[src/rtl/noc_pkg.sv]
// Shared NoC types for the packet requester: flit layout, flit id codes and FSM states.
// Helpers classify flit ids as packet start/end so every block decodes them identically.
package noc_pkg;

  localparam int FLIT_W = 32;
  localparam int LEN_W  = 12;
  localparam int ID_W   = 3;

  localparam logic [ID_W-1:0] ID_HEAD   = 3'b001;
  localparam logic [ID_W-1:0] ID_BODY   = 3'b010;
  localparam logic [ID_W-1:0] ID_TAIL   = 3'b100;
  localparam logic [ID_W-1:0] ID_SINGLE = 3'b101;

  typedef enum logic [1:0] {
    ST_IDLE  = 2'd0,
    ST_REQ   = 2'd1,
    ST_SEND  = 2'd2,
    ST_STALL = 2'd3
  } req_state_e;

  typedef struct packed {
    logic [ID_W-1:0]             id;
    logic [FLIT_W-ID_W-LEN_W-1:0] payload;
    logic [LEN_W-1:0]            len;
  } flit_t;

  function automatic logic is_start(input logic [ID_W-1:0] id);
    return (id == ID_HEAD) || (id == ID_SINGLE);
  endfunction

  function automatic logic is_end(input logic [ID_W-1:0] id);
    return (id == ID_TAIL) || (id == ID_SINGLE);
  endfunction

endpackage

[src/rtl/packet_requester_if.sv]
// Requester port bundle: upstream flit input, arbiter req/grant, crossbar output, status.
// master = the requester itself, slave = its environment (upstream, arbiter, crossbar).
interface packet_requester_if;
  import noc_pkg::*;

  logic              in_valid;
  logic [FLIT_W-1:0] in_flit;
  logic              in_ready;
  logic              grant;
  logic              req;
  logic [ID_W-1:0]   flit_id;
  logic [LEN_W-1:0]  length;
  logic              out_valid;
  logic [FLIT_W-1:0] out_flit;
  logic              out_ready;
  logic              len_err;

  modport master (
    input  in_valid, in_flit, grant, out_ready,
    output in_ready, req, flit_id, length, out_valid, out_flit, len_err
  );

  modport slave (
    output in_valid, in_flit, grant, out_ready,
    input  in_ready, req, flit_id, length, out_valid, out_flit, len_err
  );

endinterface

[src/rtl/requester_fifo.sv]
// Generic power-of-two FIFO with a combinational head; written entry is at head right after the edge.
// full/empty come from the registered count only, so a full FIFO never accepts a same-cycle bypass.
module requester_fifo #(
  parameter int WIDTH = 32,
  parameter int DEPTH = 4
) (
  input  logic             clk,
  input  logic             rst,
  input  logic             push,
  input  logic [WIDTH-1:0] push_dat,
  input  logic             pop,
  output logic [WIDTH-1:0] head,
  output logic             full,
  output logic             empty
);

  localparam int AW = (DEPTH > 1) ? $clog2(DEPTH) : 1;
  localparam logic [AW:0] FULL_CNT = (AW+1)'(DEPTH);

  logic [WIDTH-1:0] mem [DEPTH];
  logic [AW-1:0]    wr_ptr;
  logic [AW-1:0]    rd_ptr;
  logic [AW:0]      count;
  logic             push_ok;
  logic             pop_ok;

  assign full    = (count == FULL_CNT);
  assign empty   = (count == '0);
  assign push_ok = push && !full;
  assign pop_ok  = pop && !empty;
  assign head    = mem[rd_ptr];

  always_ff @(posedge clk) begin
    if (push_ok) begin
      mem[wr_ptr] <= push_dat;
    end
  end

  always_ff @(posedge clk or negedge rst) begin
    if (!rst) begin
      wr_ptr <= '0;
      rd_ptr <= '0;
      count  <= '0;
    end else begin
      if (push_ok) begin
        wr_ptr <= wr_ptr + AW'(1);
      end
      if (pop_ok) begin
        rd_ptr <= rd_ptr + AW'(1);
      end
      if (push_ok && !pop_ok) begin
        count <= count + (AW+1)'(1);
      end else if (!push_ok && pop_ok) begin
        count <= count - (AW+1)'(1);
      end
    end
  end

endmodule

[src/rtl/packet_requester.sv]
// Buffers flits, requests the arbiter per packet and streams it out under grant; req rises 1 cycle after a header reaches head.
// Upstream stalls via in_ready=!full; grant loss parks the packet in STALL. LEN_CHECK_EN adds the sticky len_err checker.
module packet_requester
  import noc_pkg::*;
#(
  parameter int FIFO_DEPTH = 4
) (
  input  logic                clk,
  input  logic                rst,
  packet_requester_if.master  bus
);

  localparam logic [1:0] IDLE  = ST_IDLE;
  localparam logic [1:0] REQ   = ST_REQ;
  localparam logic [1:0] SEND  = ST_SEND;
  localparam logic [1:0] STALL = ST_STALL;

  logic [1:0]        state;
  logic [1:0]        state_nxt;
  logic [FLIT_W-1:0] head;
  flit_t             head_f;
  logic              full;
  logic              empty;
  logic              push;
  logic              pop;
  logic              xfer;
  logic              discard;
  logic              start_pkt;
  logic [LEN_W-1:0]  len_q;

  assign head_f = head;
  assign push   = bus.in_valid && !full;

  // Non-start flits reaching head outside a packet are orphans; drop one per cycle.
  assign start_pkt = (state == IDLE) && !empty && is_start(head_f.id);
  assign discard   = (state == IDLE) && !empty && !is_start(head_f.id);
  assign xfer      = bus.out_valid && bus.out_ready;
  assign pop       = xfer || discard;

  requester_fifo #(
    .WIDTH (FLIT_W),
    .DEPTH (FIFO_DEPTH)
  ) u_fifo (
    .clk      (clk),
    .rst      (rst),
    .push     (push),
    .push_dat (bus.in_flit),
    .pop      (pop),
    .head     (head),
    .full     (full),
    .empty    (empty)
  );

  assign bus.in_ready  = !full;
  assign bus.req       = (state != IDLE);
  assign bus.out_valid = (state == SEND) && !empty && bus.grant;
  assign bus.out_flit  = head_f;
  assign bus.length    = len_q;

  always_comb begin
    bus.flit_id = head_f.id;
    case (state)
      IDLE:    bus.flit_id = '0;
      REQ:     bus.flit_id = ID_HEAD;
      default: bus.flit_id = head_f.id;
    endcase
  end

  always_comb begin
    state_nxt = state;
    case (state)
      IDLE: begin
        if (start_pkt) begin
          state_nxt = REQ;
        end
      end
      REQ: begin
        if (bus.grant) begin
          state_nxt = SEND;
        end
      end
      SEND: begin
        // Losing grant is a preemption: nothing moves this cycle, resume from STALL.
        if (!bus.grant) begin
          state_nxt = STALL;
        end else if (xfer && is_end(head_f.id)) begin
          state_nxt = IDLE;
        end
      end
      STALL: begin
        if (bus.grant) begin
          state_nxt = SEND;
        end
      end
      default: state_nxt = IDLE;
    endcase
  end

  always_ff @(posedge clk or negedge rst) begin
    if (!rst) begin
      state <= IDLE;
      len_q <= '0;
    end else begin
      state <= state_nxt;
      if (start_pkt) begin
        len_q <= (head_f.id == ID_SINGLE) ? LEN_W'(1) : head_f.len;
      end
    end
  end

`ifdef LEN_CHECK_EN
  logic [LEN_W-1:0] xfer_cnt;
  logic [LEN_W-1:0] cnt_inc;
  logic             len_err_q;
  logic             tail_bad;
  logic             early_end;

  assign cnt_inc   = xfer_cnt + LEN_W'(1);
  assign tail_bad  = is_end(head_f.id) && (cnt_inc != len_q);
  assign early_end = !is_end(head_f.id) && (cnt_inc == len_q);

  always_ff @(posedge clk or negedge rst) begin
    if (!rst) begin
      xfer_cnt  <= '0;
      len_err_q <= 1'b0;
    end else begin
      if (start_pkt) begin
        xfer_cnt <= '0;
      end else if (xfer) begin
        xfer_cnt <= is_end(head_f.id) ? '0 : cnt_inc;
        if (tail_bad || early_end) begin
          len_err_q <= 1'b1;
        end
      end
    end
  end

  assign bus.len_err = len_err_q;
`else
  assign bus.len_err = 1'b0;
`endif

endmodule

[src/flat_wrapper.sv]
// flat-port wrapper written by rule: the top's interface ports become plain ports
module packet_requester_flat import noc_pkg::*;
#(
  parameter int FIFO_DEPTH = 4
)
  (clk, rst, bus_in_valid, bus_in_flit, bus_grant, bus_out_ready, bus_in_ready, bus_req, bus_flit_id, bus_length, bus_out_valid, bus_out_flit, bus_len_err);
  packet_requester_if bus_i ();
  input  logic clk;
  input  logic rst;
  input wire logic [$bits(bus_i.in_valid)-1:0] bus_in_valid;
  input wire logic [$bits(bus_i.in_flit)-1:0] bus_in_flit;
  input wire logic [$bits(bus_i.grant)-1:0] bus_grant;
  input wire logic [$bits(bus_i.out_ready)-1:0] bus_out_ready;
  output wire logic [$bits(bus_i.in_ready)-1:0] bus_in_ready;
  output wire logic [$bits(bus_i.req)-1:0] bus_req;
  output wire logic [$bits(bus_i.flit_id)-1:0] bus_flit_id;
  output wire logic [$bits(bus_i.length)-1:0] bus_length;
  output wire logic [$bits(bus_i.out_valid)-1:0] bus_out_valid;
  output wire logic [$bits(bus_i.out_flit)-1:0] bus_out_flit;
  output wire logic [$bits(bus_i.len_err)-1:0] bus_len_err;
  assign bus_i.in_valid = bus_in_valid;
  assign bus_i.in_flit = bus_in_flit;
  assign bus_i.grant = bus_grant;
  assign bus_i.out_ready = bus_out_ready;
  assign bus_in_ready = bus_i.in_ready;
  assign bus_req = bus_i.req;
  assign bus_flit_id = bus_i.flit_id;
  assign bus_length = bus_i.length;
  assign bus_out_valid = bus_i.out_valid;
  assign bus_out_flit = bus_i.out_flit;
  assign bus_len_err = bus_i.len_err;
  packet_requester #(.FIFO_DEPTH(FIFO_DEPTH)) u_core (.clk(clk), .rst(rst), .bus(bus_i));
endmodule
[config.mk]
export PLATFORM = sky130hd
export DESIGN_NAME = packet_requester_flat
export DESIGN_NICKNAME = d
export VERILOG_FILES = /design/src/rtl/noc_pkg.sv /design/src/rtl/packet_requester_if.sv /design/src/rtl/requester_fifo.sv /design/src/rtl/packet_requester.sv /design/src/flat_wrapper.sv
export SDC_FILE = /design/constraint.sdc
export NUM_CORES = 1
export LEC_CHECK = 0
export ABC_AREA = 0
export CAP_MARGIN = 20
export CORE_MARGIN = 4
export CORE_UTILIZATION = 40
export DETAILED_ROUTE_END_ITERATION = 16
export PLACE_DENSITY = 0.72
export SYNTH_ARGS = -nofsm -noshare
export SYNTH_HDL_FRONTEND = slang
export SYNTH_HIERARCHICAL = 1
export SYNTH_SLANG_ARGS = --single-unit
[constraint.sdc]
create_clock -name clk -period 8.15 [get_ports clk]
set_input_delay 1.2225 -clock clk [delete_from_list [all_inputs] [get_ports clk]]
set_output_delay 1.2225 -clock clk [all_outputs]
set_load 0.1 [all_outputs]
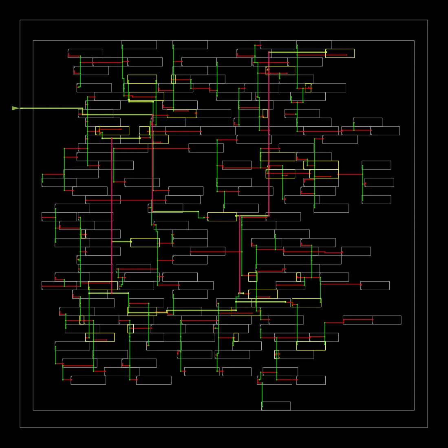
Run 1: the clock network
clock buffers: 19
number of CTS-inserted buffers: 17
clk sink count: 149
flip-flops: 149
Final Skew: 6.30 ps

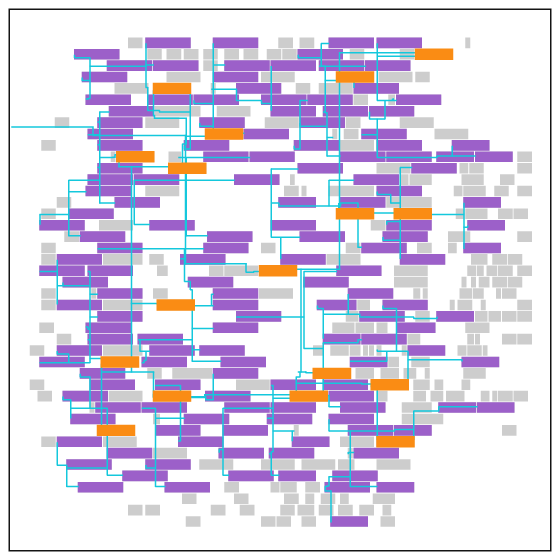
Run 1: clock distribution
[flip-flops] purple | count: 149
[cells driving clock nets] orange | count: 17
[clock wires] cyan | length: 1710 um
routed clock nets: 18

==> metrics.csv, run 1 <==
stage,metric,value,unit
outcome,status,completed,
final_layout,Final Cell Area,7410,um^2
sta,RSZ-0062 raised after global routing,false,
placed_design,DP Area,6810,um^2
synth,synthesis area per yosys,5840,um^2
critical_path,Crit path arrival time,3530,ps
final_layout,nonclk inv count,9,
detailed_routing,DR WL met3,625,um
final_layout,Biggest Area Class,flip-flops and latches,
placed_design,gpl congestion,0.725,
sta,Final Max Slew Viols,0,
clock_network,CTS tree,built,
final_layout,area grow syn2layout,26.8,%
hold_path,HP Start,u_core/u_fifo/count[2]$_DFFE_PN0P_,
placed_design,pre-CTS WS,3740,ps
global_route,grt ovf,0,
flow_run,Max Cap Viol,0,
global_route,grt met2 use,21.6,%
detailed_routing,met2 routed WL,5.27,mm
detailed_routing,met1 WL,4.70,mm
synth,Top cell area share,65.8,%
critical_path,crit path max fanout,19,
hold_path,Worst Hold Depth,1,
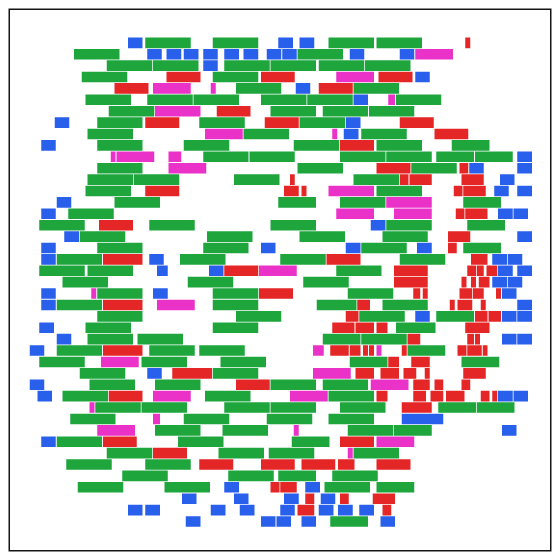
Run 1: placed cells, one colour a class
| class | colour | cells |
|---|---|---|
| flip-flops | green | 149 |
| clock drivers and dummy loads | magenta | 32 |
| all other logic | red | 105 |
| other buffers and delay cells | blue | 88 |

## run 1: state kept, by name (all words and copies together), names as in the netlist
register              cells
u_core/u_fifo/mem       128
u_core/bus.length        12
u_core/state              2
u_core/u_fifo/wr_ptr      2
u_core/u_fifo/rd_ptr      2
u_core/u_fifo/count       3
## run 1: kinds of logic (layout without fill, tap and decap cells)
| family | Yosys count | after routing | share of synthesized area, % |
|---|---|---|---|
| AOI/OAI and AO/OA | 4 | 4 | 0.557 |
| muxes | 47 | 47 | 15.9 |
| other | 1 | 1 | 0.0642 |
| xor gates and xnor gates | 6 | 6 | 0.899 |
| and+or+nand+nor | 32 | 32 | 3.51 |
| adders and majority gates | 6 | 6 | 1.41 |
| DFF | 149 | 149 | 74.8 |
| buffers and inverters | 21 | 129 | 2.85 |
Run 1, register map, names as in the netlist:
Scale bar: 50 um. Other sequential cells in the stronger grey, the rest of the logic in the fainter grey.
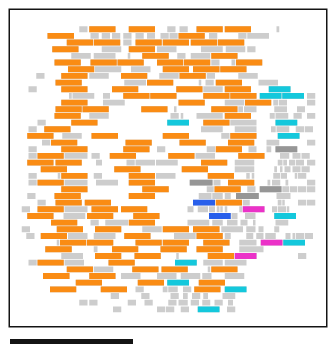

==> run 2: changes to the inputs <==
- PLACE_DENSITY: 0.72 -> 0.74
- clock period: 8.15 -> 4 ns (I/O delays scaled with it)
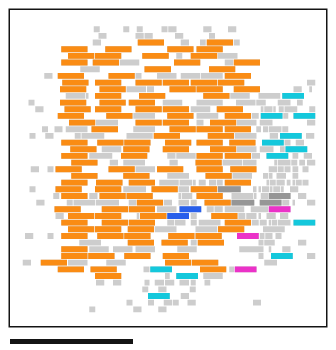
Run 2: register map, names as in the netlist
Scale bar: 50 um. Other sequential cells in the stronger grey, the rest of the logic in the fainter grey.
| signal | colour | flops |
|---|---|---|
| `u_core/u_fifo/mem` | orange | 128 |
| `u_core/u_fifo/wr_ptr` | blue | 2 |
| `u_core/bus.length` | cyan | 12 |
| `u_core/u_fifo/count` | magenta | 3 |
not coloured: 4

==> metrics.csv, run 2 <==
stage,metric,value,unit,change
final_layout,Top Layout Cells,"edfxtp_1 (128), clkdlybuf4s50_1 (50), buf_4 (38)",,"was edfxtp_1 (128), clkdlybuf4s50_1 (86), mux4_2 (28)"
outcome,status,completed,,unchanged
synth,"mux frac, synth",15.9,%,unchanged
final_layout,area grow syn2layout,25.8,%,was 26.8%
final_layout,largest register by flop count,u_core/u_fifo/mem,,unchanged
critical_path,Crit path arrival time,2690,ps,was 3530 ps
detailed_routing,Routed Antenna Nets,0,,unchanged
final_layout,Logic area,1310,um^2,unchanged
sta,Final Setup Violations,0,,unchanged
hold_path,HP Start,u_core/u_fifo/count[2]$_DFFE_PN0P_,,unchanged
placed_design,DP Area,6730,um^2,was 6810 um^2
synth,synthesized-area fraction occupied by adder cells,1.41,%,unchanged
synth,Synth Area in Compound Gates,0.557,%,unchanged
final_layout,Largest register FFs,128,,unchanged
synth,cell with the most instances after synthesis,edfxtp_1,,unchanged
sta,final hold violations,0,,unchanged
clock_network,number of CTS-inserted buffers,17,,unchanged
final_layout,nonclk inv count,9,,unchanged
hold_path,Worst Hold Depth,1,,unchanged
final_layout,Biggest Area Class,flip-flops and latches,,unchanged
clock_network,clk sink count,149,,unchanged
sta,RSZ-0062 raised after global routing,false,,unchanged
critical_path,Critical Path End Type,output port,,unchanged
placed_design,gpl congestion,0.697,,was 0.725
clock_network,CTS tree,built,,unchanged
synth,Post-Syn Nets,309,,unchanged
critical_path,Setup crit start kind,flop,,unchanged
synth,Top non-seq family,multiplexers,,unchanged
critical_path,critical path's slowest cell,mux4_2,,was clkdlybuf4s50_1
final_layout,final cell utilization of the core,52.2,%,was 52.6%
global_route,grt ovf,0,,unchanged
synth,Top cell area share,65.8,%,unchanged
final_layout,clock buffers,18,,was 19
synth,simple share,3.51,%,unchanged
critical_path,crit path max fanout,25,,was 19
synth,Synth Area in XOR/XNOR,0.899,%,unchanged
sta,Final Max Slew Viols,0,,unchanged
sta,Final Skew,11.3,ps,was 6.30 ps
detailed_routing,DRC Markers,0,,unchanged
final_layout,flip-flops,149,,unchanged
flow_run,Max Cap Viol,0,,unchanged
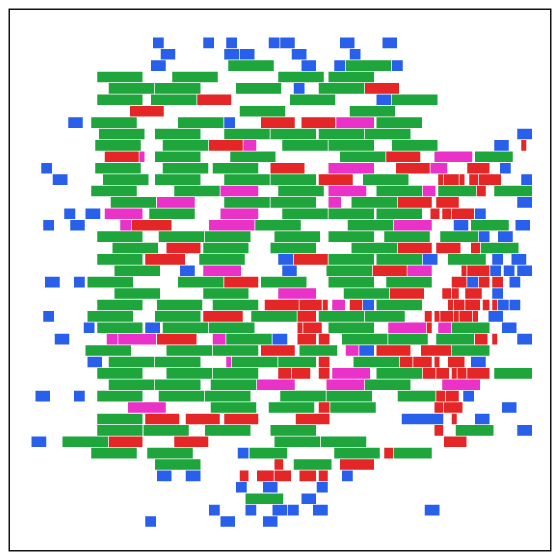
Run 2: placed cells, one colour a class
Final Cell Area: 7350 um^2
Core ar.: 14100 um^2

[run 2: cell count changes in the layout (fill, tap and decap cells not counted), sizes merged]
| cell | before | now |
|---|---|---|
| buf | 2 | 39 |
| clkdlybuf4s50 | 86 | 50 |
| inv | 9 | 15 |
| clkinv | 9 | 4 |
| bufinv | 3 | 2 |
| clkbuf | 19 | 18 |
| clkinvlp | 1 | 2 |
[run 2: per-stage QoR]
| stage | setup slack [ps] | hold slack, ps |
|---|---|---|
| after floorplan | 631 | 304 |
| after global placement | 899 | 466 |
| after detailed placement | 862 | 476 |
| after CTS | 624 | 483 |
| after global routing | 513 | 501 |
| final | 707 | 480 |
[run 2: metal layers]
layer	routed length (um)	up-vias	GRT usage [%]
met4	131	4	4.82
met1	4460	1383	16.6
li1	-	1259	-
met5	40	-	0
met2	5120	73	21.0
met3	726	18	5.94
Run 2, cells by drive strength:
Scale bar: 50 um.
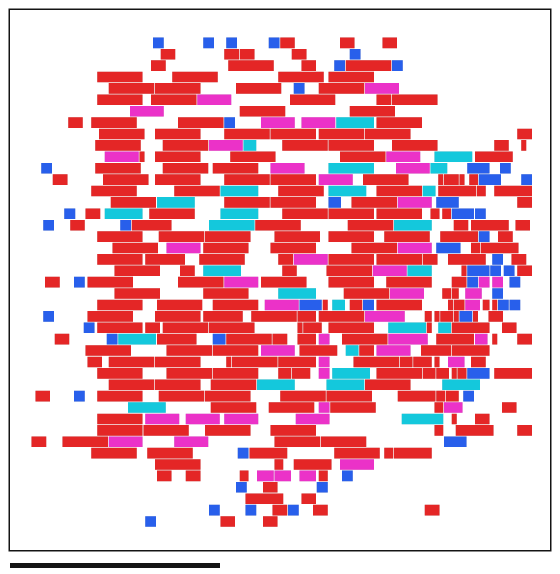

==> run 3: changes to the inputs <==
- clock period: 4 -> 2.7 ns (I/O delays scaled with it)
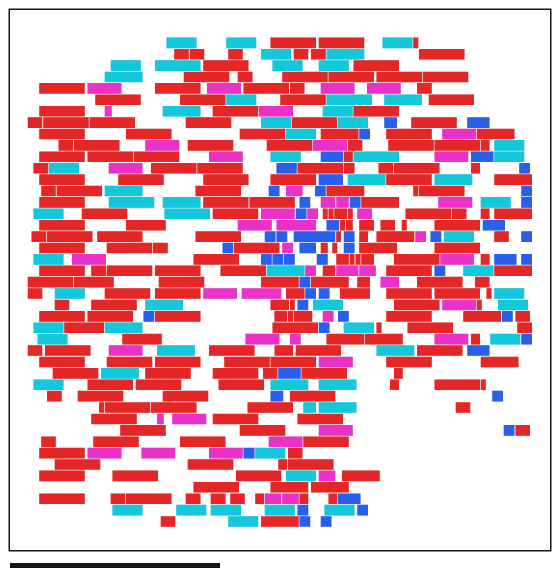
Run 3: cells by drive strength
Scale bar: 50 um.
| size | colour | cells | most used |
|---|---|---|---|
| drive 2 | magenta | 48 | mux4_2 |
| drive 6 and up | cyan | 61 | buf_12 |
| drive 1 or less | red | 234 | edfxtp_1 |
| drive 3 to 4 | blue | 53 | buf_4 |

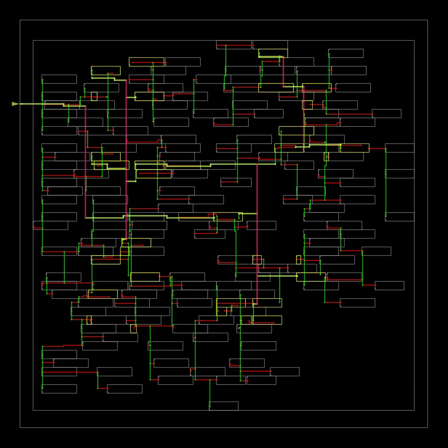
Run 3: the clock network
Final Skew: 6.25 ps
worst skew pair latency: 410 ps

==> metrics.csv, run 3 <==
stage,metric,value,unit,change
outcome,status,completed,,unchanged
synth,"mux frac, synth",15.9,%,unchanged
final_layout,nonclk inv count,9,,unchanged
synth,Post-Syn Nets,309,,unchanged
critical_path,Setup crit start kind,flop,,unchanged
sta,Final Setup Violations,0,,unchanged
placed_design,DP Area,7320,um^2,was 6730 um^2
sta,worst hold slack,357,ps,was 480 ps
die,Core ar.,14100,um^2,unchanged
final_layout,flip-flops,149,,unchanged
synth,synthesis area per yosys,5840,um^2,unchanged
synth,cell with the most instances after synthesis,edfxtp_1,,unchanged
detailed_routing,DRC Markers,0,,unchanged
final_layout,Logic area,1360,um^2,was 1310 um^2
final_layout,Top Layout Cells,"edfxtp_1 (128), buf_12 (38), clkdlybuf4s50_1 (36), buf_4 (36), mux4_2 (28)",,"was edfxtp_1 (128), clkdlybuf4s50_1 (50), buf_4 (38)"
final_layout,largest register by flop count,u_core/u_fifo/mem,,unchanged
critical_path,Critical Path End Type,output port,,unchanged
critical_path,crit path max fanout,6,,was 25
synth,synthesized-area fraction occupied by adder cells,1.41,%,unchanged
run 3: cell types whose count changed in the layout (fill, tap and decap cells not counted), moves of 2 or more:
cell	change
buf_12	+38
buf_4	-2
bufinv_16	+3
clkdlybuf4s50_1	-14
clkinv_2	+2
inv_6	-4
run 3: metal layers:
metal	global-route usage (%)	part of all wire [%]	routed length (um)
met5	0	0	0
met4	5.50	1.4	158
met3	4.36	4.8	550
met2	25.8	54	6220
met1	17.7	39	4500
run 3: worst register-to-register path, cell delays in order, from the launching register on:
cell and delay (ps):
dfrtp_2 410, mux4_2 560, nand2b_4 110, nor2_4 40
a2111oi_4 220, nand2_1 120, ha_2 200, inv_1 70
fa_1 400, mux2_2 270
run 3: timing repair:
action,CTS,global route
resized,0,2
endpoints found under the setup margin,0,2
setup buffers,0,5
